===== config.mk =====
export PLATFORM = sky130hd
export DESIGN_NAME = cc_cond_unit
export DESIGN_NICKNAME = d
export VERILOG_FILES = /design/src/rtl/cc_cond_unit.sv
export SDC_FILE = /design/constraint.sdc
export NUM_CORES = 1
export LEC_CHECK = 0
export CAP_MARGIN = 10
export CORE_MARGIN = 2
export CORE_UTILIZATION = 26
export CTS_BUF_LIST = sky130_fd_sc_hd__clkbuf_2 sky130_fd_sc_hd__clkbuf_4 sky130_fd_sc_hd__clkbuf_8
export DETAILED_ROUTE_END_ITERATION = 7
export SKIP_LAST_GASP = 1
export SYNTH_ARGS = -nofsm -noshare
export SYNTH_HDL_FRONTEND = slang
export SYNTH_SLANG_ARGS = --single-unit

===== constraint.sdc =====
create_clock -name clk -period 2.92 [get_ports clk]
set_input_delay 0.73 -clock clk [delete_from_list [all_inputs] [get_ports clk]]
set_output_delay 0.73 -clock clk [all_outputs]
set_load 0.01 [all_outputs]

===== src/rtl/cc_cond_unit.sv =====
// Y86-64 execute stage: condition-code register, jXX/cmovXX evaluator and E->M register.
// Define CC_BAD_COND_EN to add the sticky bad_cond flag for condition selectors above 6.
module cc_cond_unit #(
  parameter int DATA_W = 64
) (
  input  logic              clk,
  input  logic              reset,
  input  logic              in_valid,
  input  logic [3:0]        icode,
  input  logic [3:0]        ifun,
  input  logic [DATA_W-1:0] valE,
  input  logic              alu_of,
  input  logic              cc_block,
  input  logic              stall,
  input  logic              bubble,
  output logic              zf,
  output logic              sf,
  output logic              of,
  output logic              cnd,
  output logic              out_valid,
  output logic [3:0]        out_icode,
  output logic [DATA_W-1:0] out_valE,
  output logic              out_cnd,
  output logic              bad_cond
);

  localparam logic [3:0] ICODE_OPQ  = 4'h6;
  localparam logic [3:0] ICODE_JXX  = 4'h7;
  localparam logic [3:0] ICODE_CMOV = 4'h2;
  localparam logic [3:0] ICODE_NOP  = 4'h1;

  function automatic logic cond_eval(input logic [3:0] fn, input logic z,
                                     input logic s, input logic o);
    logic r;
    case (fn)
      4'd0:    r = 1'b1;
      4'd1:    r = (s ^ o) | z;
      4'd2:    r = s ^ o;
      4'd3:    r = z;
      4'd4:    r = ~z;
      4'd5:    r = ~(s ^ o);
      4'd6:    r = ~(s ^ o) & ~z;
      default: r = 1'b0;
    endcase
    return r;
  endfunction

  logic              zf_q, zf_d, sf_q, sf_d, of_q, of_d;
  logic              out_valid_q, out_valid_d, out_cnd_q, out_cnd_d;
  logic [3:0]        out_icode_q, out_icode_d;
  logic [DATA_W-1:0] out_valE_q, out_valE_d;
  logic              set_cc, is_cond_op, cnd_c;

  assign set_cc     = in_valid & (icode == ICODE_OPQ) & ~cc_block & ~stall;
  assign is_cond_op = in_valid & ((icode == ICODE_JXX) | (icode == ICODE_CMOV));
  // Flags feeding cnd are the registered ones, so an OPq result is seen one cycle later.
  assign cnd_c      = is_cond_op & cond_eval(ifun, zf_q, sf_q, of_q);

  always_comb begin
    zf_d = zf_q;
    sf_d = sf_q;
    of_d = of_q;
    if (set_cc) begin
      zf_d = (valE == '0);
      sf_d = valE[DATA_W-1];
      of_d = alu_of;
    end
  end

  always_comb begin
    out_valid_d = out_valid_q;
    out_icode_d = out_icode_q;
    out_valE_d  = out_valE_q;
    out_cnd_d   = out_cnd_q;
    if (stall) begin
      out_valid_d = out_valid_q;
    end else if (bubble) begin
      out_valid_d = 1'b0;
      out_icode_d = ICODE_NOP;
      out_valE_d  = '0;
      out_cnd_d   = 1'b0;
    end else begin
      out_valid_d = in_valid;
      out_icode_d = icode;
      out_valE_d  = valE;
      out_cnd_d   = cnd_c;
    end
  end

  // Execute -> memory stage boundary
  always_ff @(posedge clk or posedge reset) begin
    if (reset) begin
      zf_q        <= 1'b1;
      sf_q        <= 1'b0;
      of_q        <= 1'b0;
      out_valid_q <= 1'b0;
      out_icode_q <= ICODE_NOP;
      out_valE_q  <= '0;
      out_cnd_q   <= 1'b0;
    end else begin
      zf_q        <= zf_d;
      sf_q        <= sf_d;
      of_q        <= of_d;
      out_valid_q <= out_valid_d;
      out_icode_q <= out_icode_d;
      out_valE_q  <= out_valE_d;
      out_cnd_q   <= out_cnd_d;
    end
  end

`ifdef CC_BAD_COND_EN
  logic bad_cond_q, bad_cond_d;

  always_comb begin
    bad_cond_d = bad_cond_q;
    if (is_cond_op & ~stall & (ifun > 4'd6)) bad_cond_d = 1'b1;
  end

  always_ff @(posedge clk or posedge reset) begin
    if (reset) bad_cond_q <= 1'b0;
    else       bad_cond_q <= bad_cond_d;
  end

  assign bad_cond = bad_cond_q;
`else
  assign bad_cond = 1'b0;
`endif

  assign zf        = zf_q;
  assign sf        = sf_q;
  assign of        = of_q;
  assign cnd       = cnd_c;
  assign out_valid = out_valid_q;
  assign out_icode = out_icode_q;
  assign out_valE  = out_valE_q;
  assign out_cnd   = out_cnd_q;

endmodule


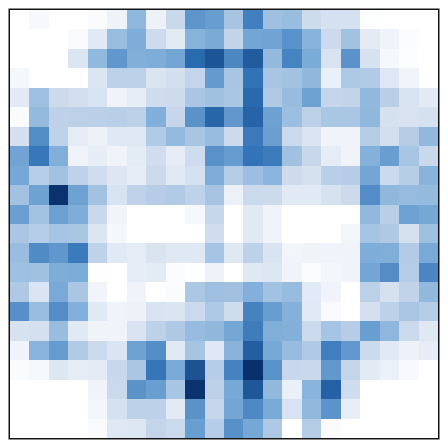
*Wire density map*
The die is cut into 22 by 22 equal tiles; white is low, dark blue is high, scaled to the fullest tile. Values are wire area over tile area, all layers added.
tiles over half the peak	17%
mean over tiles	0.12
nearly empty tiles	15%
fullest tile	0.42
Via Count: 2448
Tot GR Track Use: 14.8%
drt wl/cell: 17.0 um
Post-Route WL: 8610 um

==> impl_metrics.json <==
{
  "initCoreUtil_pct": 26.4,
  "finClkSkew_ps": 3.12,
  "ant_nets": 0,
  "clock_area_share_pct": 4.27,
  "final_util_pct": 44.4,
  "finalHoldViolations": 0,
  "reg2reg_from": "zf",
  "num-multi-input-gates": 112,
  "met3_length_um": 397,
  "outcome": "completed",
  "critPathArrivalTime_ps": 2090,
  "ys_sh_simple_pct": 7.26,
  "antenna_found_initial": 0,
  "grt_overflow": 0,
  "cts_hold_buf": 0,
  "hold_class": "flop to flop",
  "synth-compound-area-share_pct": 22.5,
  "instances_no_fill": 506,
  "nWellTaps": 140,
  "antennaDiodeCount": 0,
  "fa_ha_area_share_pct": 0,
  "crit_buf_inv": 2,
  "cp-end-kind": "primary output",
  "pin_count": 154,
  "ys_cells": 203,
  "remaining_drc_errors": 0,
  "chipArea_mm2": 0.0117,
  "cp.depth": 5,
  "grt_max_degree": 49,
  "portBuffers": 152,
  "report.final.slew_viol_count": 0,
  "power.total_mw": 2.43,
  "core_mm2": 0.0107,
  "dr.pass1.iters": 4,
  "rows": 38,
  "ys_sh_xor_pct": 0.620,
  "fp_nets": 282,
  "post-place-cells": 489,
  "rsz0062_at_grt": "no",
  "synthToLayoutAreaGrowth_pct": 68.1,
  "design_area_mm2": 0.00475,
  "clockRootBuffer": "clkbuf_8",
  "tightest_slew_ps": 625,
  "layout-drive-gt1-share_pct": 11.2,
  "synth-seq-area-share_pct": 64.7,
  "grt-busiest-layer": "met2",
  "holdPathEnd": "out_icode[0]",
  "die_x_um": 108,
  "ys_async_sr_fraction_pct": 100,
  "critical_path_class": "input pin to primary output",
  "whs_ps": 495,
  "layout_top_cell": "clkdlybuf4s50_1",
  "cts.sinks": 73,
  "first_global_vias": 2608,
  "cp_max_fo": 2,
  "reg2reg_slack_ps": 1280,
  "grt_first_pass_wirelength_um": 13400,
  "buffers": 163,
  "crit_slowest_cell": "clkdlybuf4s50_1",
  "die_y_um": 108,
  "grtUsageMet3_pct": 3.98,
  "endpoint": "cnd",
  "synth.avg_cell_area_um2": 13.9,
  "start_kind": "input pin",
  "layout.nets": 440,
  "max_stage_delay_ps": 420,
  "setup_tns_ps": 0,
  "reg2reg_depth": 6,
  "htree_num_levels": 3,
  "crit_chain": "clkdlybuf4s50_1 > nand3b_1 > nor4_2 > o311a_1 > buf_2",
  "setup_violations": 0,
  "min_period_ps": 2820,
  "top_layer_used": "met4",
  "crit_family": "buffers and inverters",
  "seq_cells": 73,
  "logic_family": "AND-OR/OR-AND gates",
  "wl_met1_um": 3760,
  "reg2reg_to": "out_cnd",
  "synthMuxAreaShare_pct": 1.82,
  "edf_count": 0,
  "logic_area_um2": 927,
  "largestClassByArea": "sequential cells",
  "cp.required_ps": 2190,
  "relSlewSlack_pct": 58.2
}
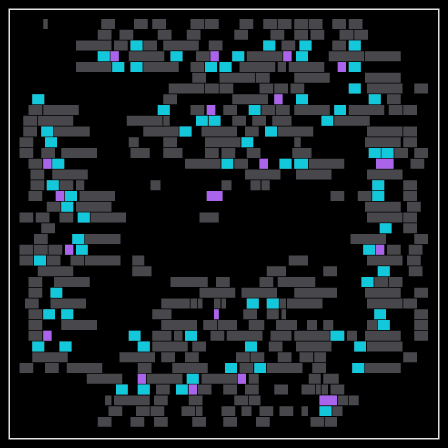
*Gate-type map*
family	colour	cells	where
NOR gates	purple	19	all over the die
AND-OR and OR-AND gates	cyan	70	all over the die

==> state kept, by name, indices dropped and copies added, names as in the netlist <==
name       cells
zf             1
out_cnd        1
of             1
sf             1
out_valE      64
out_valid      1
out_icode      4
==> synthesized netlist by cell type, types with 2 or more instances <==
cell type / count / area (um2)
dfrtp_1: 71 / 1780
a22o_1: 67 / 587
nor4_1: 16 / 100
clkbuf_1: 11 / 41.3
nand4_1: 4 / 25.0
buf_2: 3 / 15.0
nand2_1: 3 / 11.3
o21ai_0: 3 / 15.0
dfstp_2: 2 / 52.6
inv_1: 2 / 7.51
mux2_4: 2 / 30.0
nor2_1: 2 / 7.51
xor2_1: 2 / 17.5
==> where the power goes <==
part / internal (mW) / switching, mW
clock network: 0.422 / 0.390
registers: 1.09 / 0.0456
logic: 0.299 / 0.189
total: 1.81 / 0.625
Power is estimated from default activity; no workload was simulated.
